--- config.mk ---
export PLATFORM = sky130hd
export DESIGN_NAME = serial_alu
export DESIGN_NICKNAME = d
export VERILOG_FILES = /design/src/rtl/serial_alu.sv
export SDC_FILE = /design/constraint.sdc
export NUM_CORES = 1
export LEC_CHECK = 0
export CAP_MARGIN = 20
export CELL_PAD_IN_SITES_DETAIL_PLACEMENT = 0
export CELL_PAD_IN_SITES_GLOBAL_PLACEMENT = 1
export CORE_ASPECT_RATIO = 0.9
export CORE_MARGIN = 2
export CORE_UTILIZATION = 38
export CTS_CLUSTER_DIAMETER = 150
export DETAILED_ROUTE_END_ITERATION = 10
export PLACE_DENSITY_LB_ADDON = 0.1
export SLEW_MARGIN = 10
export SYNTH_ARGS = -nofsm -noshare
export SYNTH_HDL_FRONTEND = slang
export SYNTH_SLANG_ARGS = --single-unit
--- constraint.sdc ---
create_clock -name clk -period 2.8 [get_ports clk]
set_input_delay 0.42 -clock clk [delete_from_list [all_inputs] [get_ports clk]]
set_output_delay 0.42 -clock clk [all_outputs]
set_load 0.05 [all_outputs]
--- src/rtl/serial_alu.sv ---
// serial_alu
// ----------
// Bit-serial ALU: a single 1-bit slice is sequenced over a WIDTH-bit operand
// word, LSB first, one bit per clock. The carry chain is kept in a flop
// between bits. A word-level request is taken with a start/busy/done
// handshake and the full result is returned with carry and overflow flags.
//
// Opcode {add_sub, op}:
//   000 AND, 001 OR, 010 ADD, 110 SUB (a + ~b + 1), 111 SLT (signed a < b)
//   011/100/101 are illegal: they run for the normal time and return zeros.
//
// Ports:
//   clk      in   single clock, rising edge
//   rst      in   synchronous active-high reset
//   start    in   request pulse, taken when not in RUN
//   add_sub  in   opcode MSB
//   op       in   opcode low bits [1:0]
//   a, b     in   operands [WIDTH-1:0], captured on an accepted start
//   busy     out  high while bits are being processed
//   done     out  one-cycle pulse, result/flags valid
//   result   out  [WIDTH-1:0] result, held until the next accepted start
//   cout     out  final carry (ADD/SUB only)
//   ovf      out  signed overflow (ADD/SUB only)

module serial_alu #(
  parameter int WIDTH = 8
) (
  input  logic             clk,
  input  logic             rst,
  input  logic             start,
  input  logic             add_sub,
  input  logic [1:0]       op,
  input  logic [WIDTH-1:0] a,
  input  logic [WIDTH-1:0] b,
  output logic             busy,
  output logic             done,
  output logic [WIDTH-1:0] result,
  output logic             cout,
  output logic             ovf
);

  localparam int CW = $clog2(WIDTH);
  localparam logic [CW-1:0] LAST_BIT = CW'(WIDTH - 1);

  localparam logic [2:0] OPC_AND = 3'b000;
  localparam logic [2:0] OPC_OR  = 3'b001;
  localparam logic [2:0] OPC_ADD = 3'b010;
  localparam logic [2:0] OPC_SUB = 3'b110;
  localparam logic [2:0] OPC_SLT = 3'b111;

  typedef enum logic [1:0] {
    S_IDLE = 2'd0,
    S_RUN  = 2'd1,
    S_DONE = 2'd2
  } state_t;

  state_t           state_q,  state_d;
  logic [WIDTH-1:0] a_q,      a_d;
  logic [WIDTH-1:0] b_q,      b_d;
  logic [2:0]       opc_q,    opc_d;
  logic             carry_q,  carry_d;
  logic [CW-1:0]    cnt_q,    cnt_d;
  logic [WIDTH-1:0] shift_q,  shift_d;
  logic [WIDTH-1:0] result_q, result_d;
  logic             cout_q,   cout_d;
  logic             ovf_q,    ovf_d;

  logic             is_arith;
  logic             invert_b;
  logic             bit_a;
  logic             bit_b;
  logic             sum_bit;
  logic             carry_out;
  logic             slice_bit;
  logic             ovf_bit;

  // The 1-bit slice. SUB and SLT feed the inverted B bit; the +1 comes from
  // the carry flop being preloaded with 1 when the request is accepted.
  always_comb begin
    is_arith  = (opc_q == OPC_ADD) || (opc_q == OPC_SUB) || (opc_q == OPC_SLT);
    invert_b  = (opc_q == OPC_SUB) || (opc_q == OPC_SLT);
    bit_a     = a_q[0];
    bit_b     = b_q[0] ^ invert_b;
    sum_bit   = bit_a ^ bit_b ^ carry_q;
    carry_out = (bit_a & bit_b) | (carry_q & (bit_a ^ bit_b));
    // On the MSB step carry_q is the carry into the MSB.
    ovf_bit   = carry_q ^ carry_out;

    unique case (opc_q)
      OPC_AND:                  slice_bit = a_q[0] & b_q[0];
      OPC_OR:                   slice_bit = a_q[0] | b_q[0];
      OPC_ADD, OPC_SUB, OPC_SLT: slice_bit = sum_bit;
      default:                  slice_bit = 1'b0;
    endcase
  end

  // Next-state and datapath update. IDLE and DONE both accept a start, so a
  // request in the DONE cycle chains directly into the next operation.
  always_comb begin
    state_d  = state_q;
    a_d      = a_q;
    b_d      = b_q;
    opc_d    = opc_q;
    carry_d  = carry_q;
    cnt_d    = cnt_q;
    shift_d  = shift_q;
    result_d = result_q;
    cout_d   = cout_q;
    ovf_d    = ovf_q;

    unique case (state_q)
      S_IDLE, S_DONE: begin
        state_d = S_IDLE;
        if (start) begin
          state_d  = S_RUN;
          a_d      = a;
          b_d      = b;
          opc_d    = {add_sub, op};
          carry_d  = add_sub && op[1];
          cnt_d    = '0;
          shift_d  = '0;
          result_d = '0;
          cout_d   = 1'b0;
          ovf_d    = 1'b0;
        end
      end

      S_RUN: begin
        a_d     = a_q >> 1;
        b_d     = b_q >> 1;
        shift_d = {slice_bit, shift_q[WIDTH-1:1]};
        carry_d = is_arith ? carry_out : 1'b0;
        if (cnt_q == LAST_BIT) begin
          // MSB step: publish the final word and flags.
          state_d = S_DONE;
          unique case (opc_q)
            OPC_ADD, OPC_SUB: begin
              result_d = shift_d;
              cout_d   = carry_out;
              ovf_d    = ovf_bit;
            end
            OPC_SLT: begin
              // Signed less-than is the sign of a-b corrected by overflow.
              result_d = {{(WIDTH-1){1'b0}}, sum_bit ^ ovf_bit};
              cout_d   = 1'b0;
              ovf_d    = 1'b0;
            end
            default: begin
              result_d = shift_d;
              cout_d   = 1'b0;
              ovf_d    = 1'b0;
            end
          endcase
        end else begin
          cnt_d = cnt_q + 1'b1;
        end
      end

      default: state_d = S_IDLE;
    endcase
  end

  // State and datapath registers; reset wins over everything, including start.
  always_ff @(posedge clk) begin
    if (rst) begin
      state_q  <= S_IDLE;
      a_q      <= '0;
      b_q      <= '0;
      opc_q    <= '0;
      carry_q  <= 1'b0;
      cnt_q    <= '0;
      shift_q  <= '0;
      result_q <= '0;
      cout_q   <= 1'b0;
      ovf_q    <= 1'b0;
    end else begin
      state_q  <= state_d;
      a_q      <= a_d;
      b_q      <= b_d;
      opc_q    <= opc_d;
      carry_q  <= carry_d;
      cnt_q    <= cnt_d;
      shift_q  <= shift_d;
      result_q <= result_d;
      cout_q   <= cout_d;
      ovf_q    <= ovf_d;
    end
  end

  assign busy   = (state_q == S_RUN);
  assign done   = (state_q == S_DONE);
  assign result = result_q;
  assign cout   = cout_q;
  assign ovf    = ovf_q;

endmodule

### Cells colored by class

Scale bar: 20 um. Fill, decap, tap and diode cells in gray.
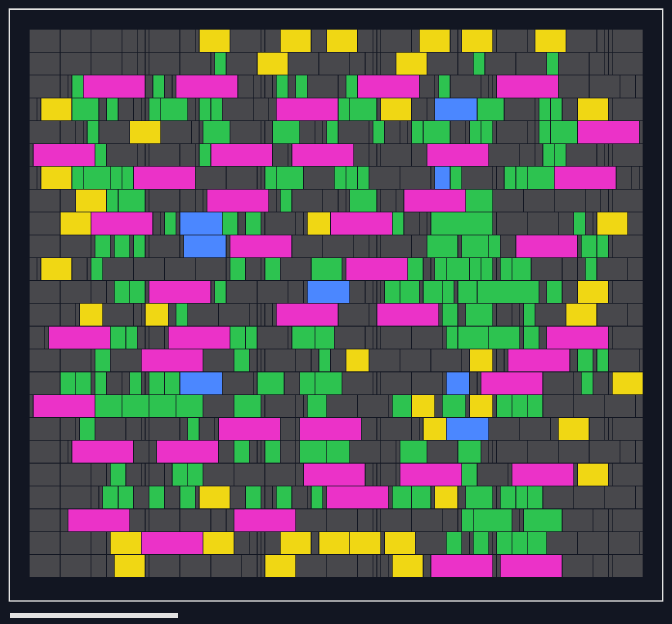
| color | class | cells |
|---|---|---|
| yellow | remaining buffers and delay cells | 41 |
| blue | clock drivers and dummy loads | 8 |
| green | remaining logic cells | 162 |
| magenta | registers | 42 |
Seq area share: 36.2%
final instance area: 2320 sq um
Util after Layout: 48.6%
core area: 4770 sq um
FP Rows: 24

### Routed clock nets over the placement

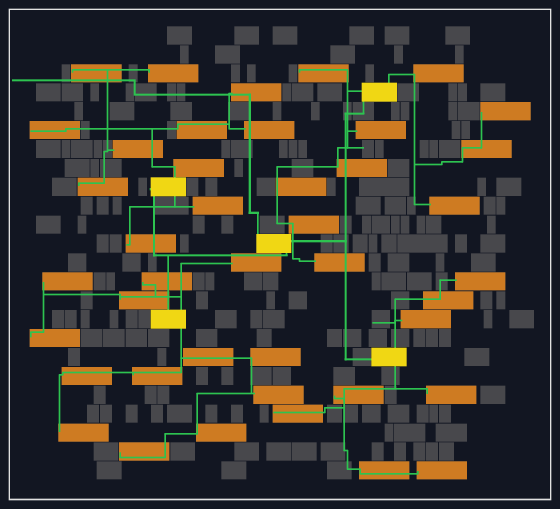
[green] clock wires | length: 566 um
[yellow] clock-net drivers | count: 5
[orange] flip-flops | count: 42
routed clock nets: 6
clk pwr: 415 uW
worst clock skew: 0.00743 ns
Late-Pin Clk Latency: 0.30 ns

==> metrics.cfg <==
[cells_and_area]
n_all_buffers=41
final_cell_mix=45 x nand2_1, 42 x dfxtp_1, 32 x clkdlybuf4s50_1
flop_area_sq_um=841
flop-count=42
inverters=6
lay_top_count=nand2_1
area_growth_pct=24.9
diodes=0
clkbuf_count=6
combGateArea_sq_um=892
final_layout_size_suffix_gt1_share_pct=7.51
nFillCells=470
num-nets-final=278
logic_gate_count=156
clk_share_pct=4.10
comb_share_pct=38.5

[flow_run]
openroad.warnings=27
cap_violations=0

[synth]
top_cells_by_area=dfxtp_1 45%, nand2_1 9.1%, a311oi_1 7.1%, a21oi_1 6.5%, nand3_1 5.4%
synth.largest_area_cell=dfxtp_1
compound_area_share_pct=18.7
synth.avg_cell_area_sq_um=8.25
ys_ff=42
ys_warn_count=0
ys_seq_share_pct=45.3
syn-num-nets=251
synthTopCellsByCount=45 x nand2_1, 42 x dfxtp_1, 24 x a21oi_1
ys_types=31
ys_sh_mux_pct=0.539
synth_top_area_share_pct=45.3
netlist_area_sq_um=1860
async_reset_ff_share_pct=0
synth_chip_area_sq_um=1860
flop_cell=dfxtp_1
synth_cells=225
edf_count=0
synthXorXnorAreaFrac_pct=0.943
yosys-stat-cells=225
synthAdderAreaFrac_pct=4.04
most_common_cell=nand2_1

[final_timing]
hold_slack_ns=0.466
setup_tns_ns=0
fin_crit_sh_pct=74.5
finalSetupViolations=0
fmax_mhz=479
hold_viol=0
fin_ws_ns=0.714
rsz0062_at_grt=false
max_slew_margin_pct=65.4
worst_pin_slew_ns=0.518

[power_and_ir_drop]
ir_drop_v=0.000300
p_int_uw=899
switching_power_uw=333
pg_comb_uw=170
switching_share_pct=27.0
leakage_nw=0.823
power_frac_seq_pct=52.5
top_power_group=sequential cells
share_comb_of_total_power_pct=13.8
power_mw=1.23
power_sequential_uw=646
clock_power_share_pct=33.7

[worst_setup_path]
crit_type=reg -> reg
critPathBufInv=1
cp_slowest_stage_delay_ns=0.49
reg2reg_depth=7
reg2reg_from=opc_q[1]
path_delay_family=simple AND/OR/NAND/NOR gates
r2r_setup_slack_ns=0.71
crit_start=opc_q[1]
cp_num_cells=7
required_ns=3.03
crit_chain=nand2_1 -> xnor2_1 -> inv_1 -> fa_1 -> xor2_1 -> or4b_1 -> a21oi_1
cp.arrival_ns=2.32
start_kind=register
r2r-end=ovf
crit_slowest_cell=or4b_1

[global_route]
grt_busiest_layer=met2
grtUsageMet2_pct=23.6
grt_max_degree=29
grtUsageMet3_pct=4.26
grt_pass1_wl_um=6790
grt_overflow=0
antenna_found_initial=0
grt_usage_pct=15.6
use_met1_pct=20.8

[placement]
place_area_sq_um=2220
gp_congestion=0.751
placedCellCount=310
dp_hpwl_um=2690

[hold_path]
whs_path_depth=2
min_path_type=reg -> reg
worstHoldStart=result[4]
min_to=result[4]

[detailed_routing]
top_layer_used=met4
remaining_drc_errors=0
met3_length_um=195
drt-total-wl_um=4030
drt_iter0_drc=60
met1_length_um=1970
wire_per_inst_um=12.7
drt_pass1_iterations=4
viasPerCell=5.17
via_count=1643
met2_wirelength_um=1810

[floorplanning]
initCoreUtil_pct=38.9
ios=34
tap-cell-count=65
die_h_um=70.3
dieArea_sq_um=5460
die_x_um=77.7

[clock_network]
post_cts_buffers=0
cts_tree=done
h-tree-depth=2
clk_pin_slew_ns=0.08
cts_hold_buffers=0
clockRootBuffer=clkbuf_8
cts_resized=0
cts-buffers-inserted=5

[run_status]
status=finished, final reports clean

Power is estimated from default activity; no workload was simulated.
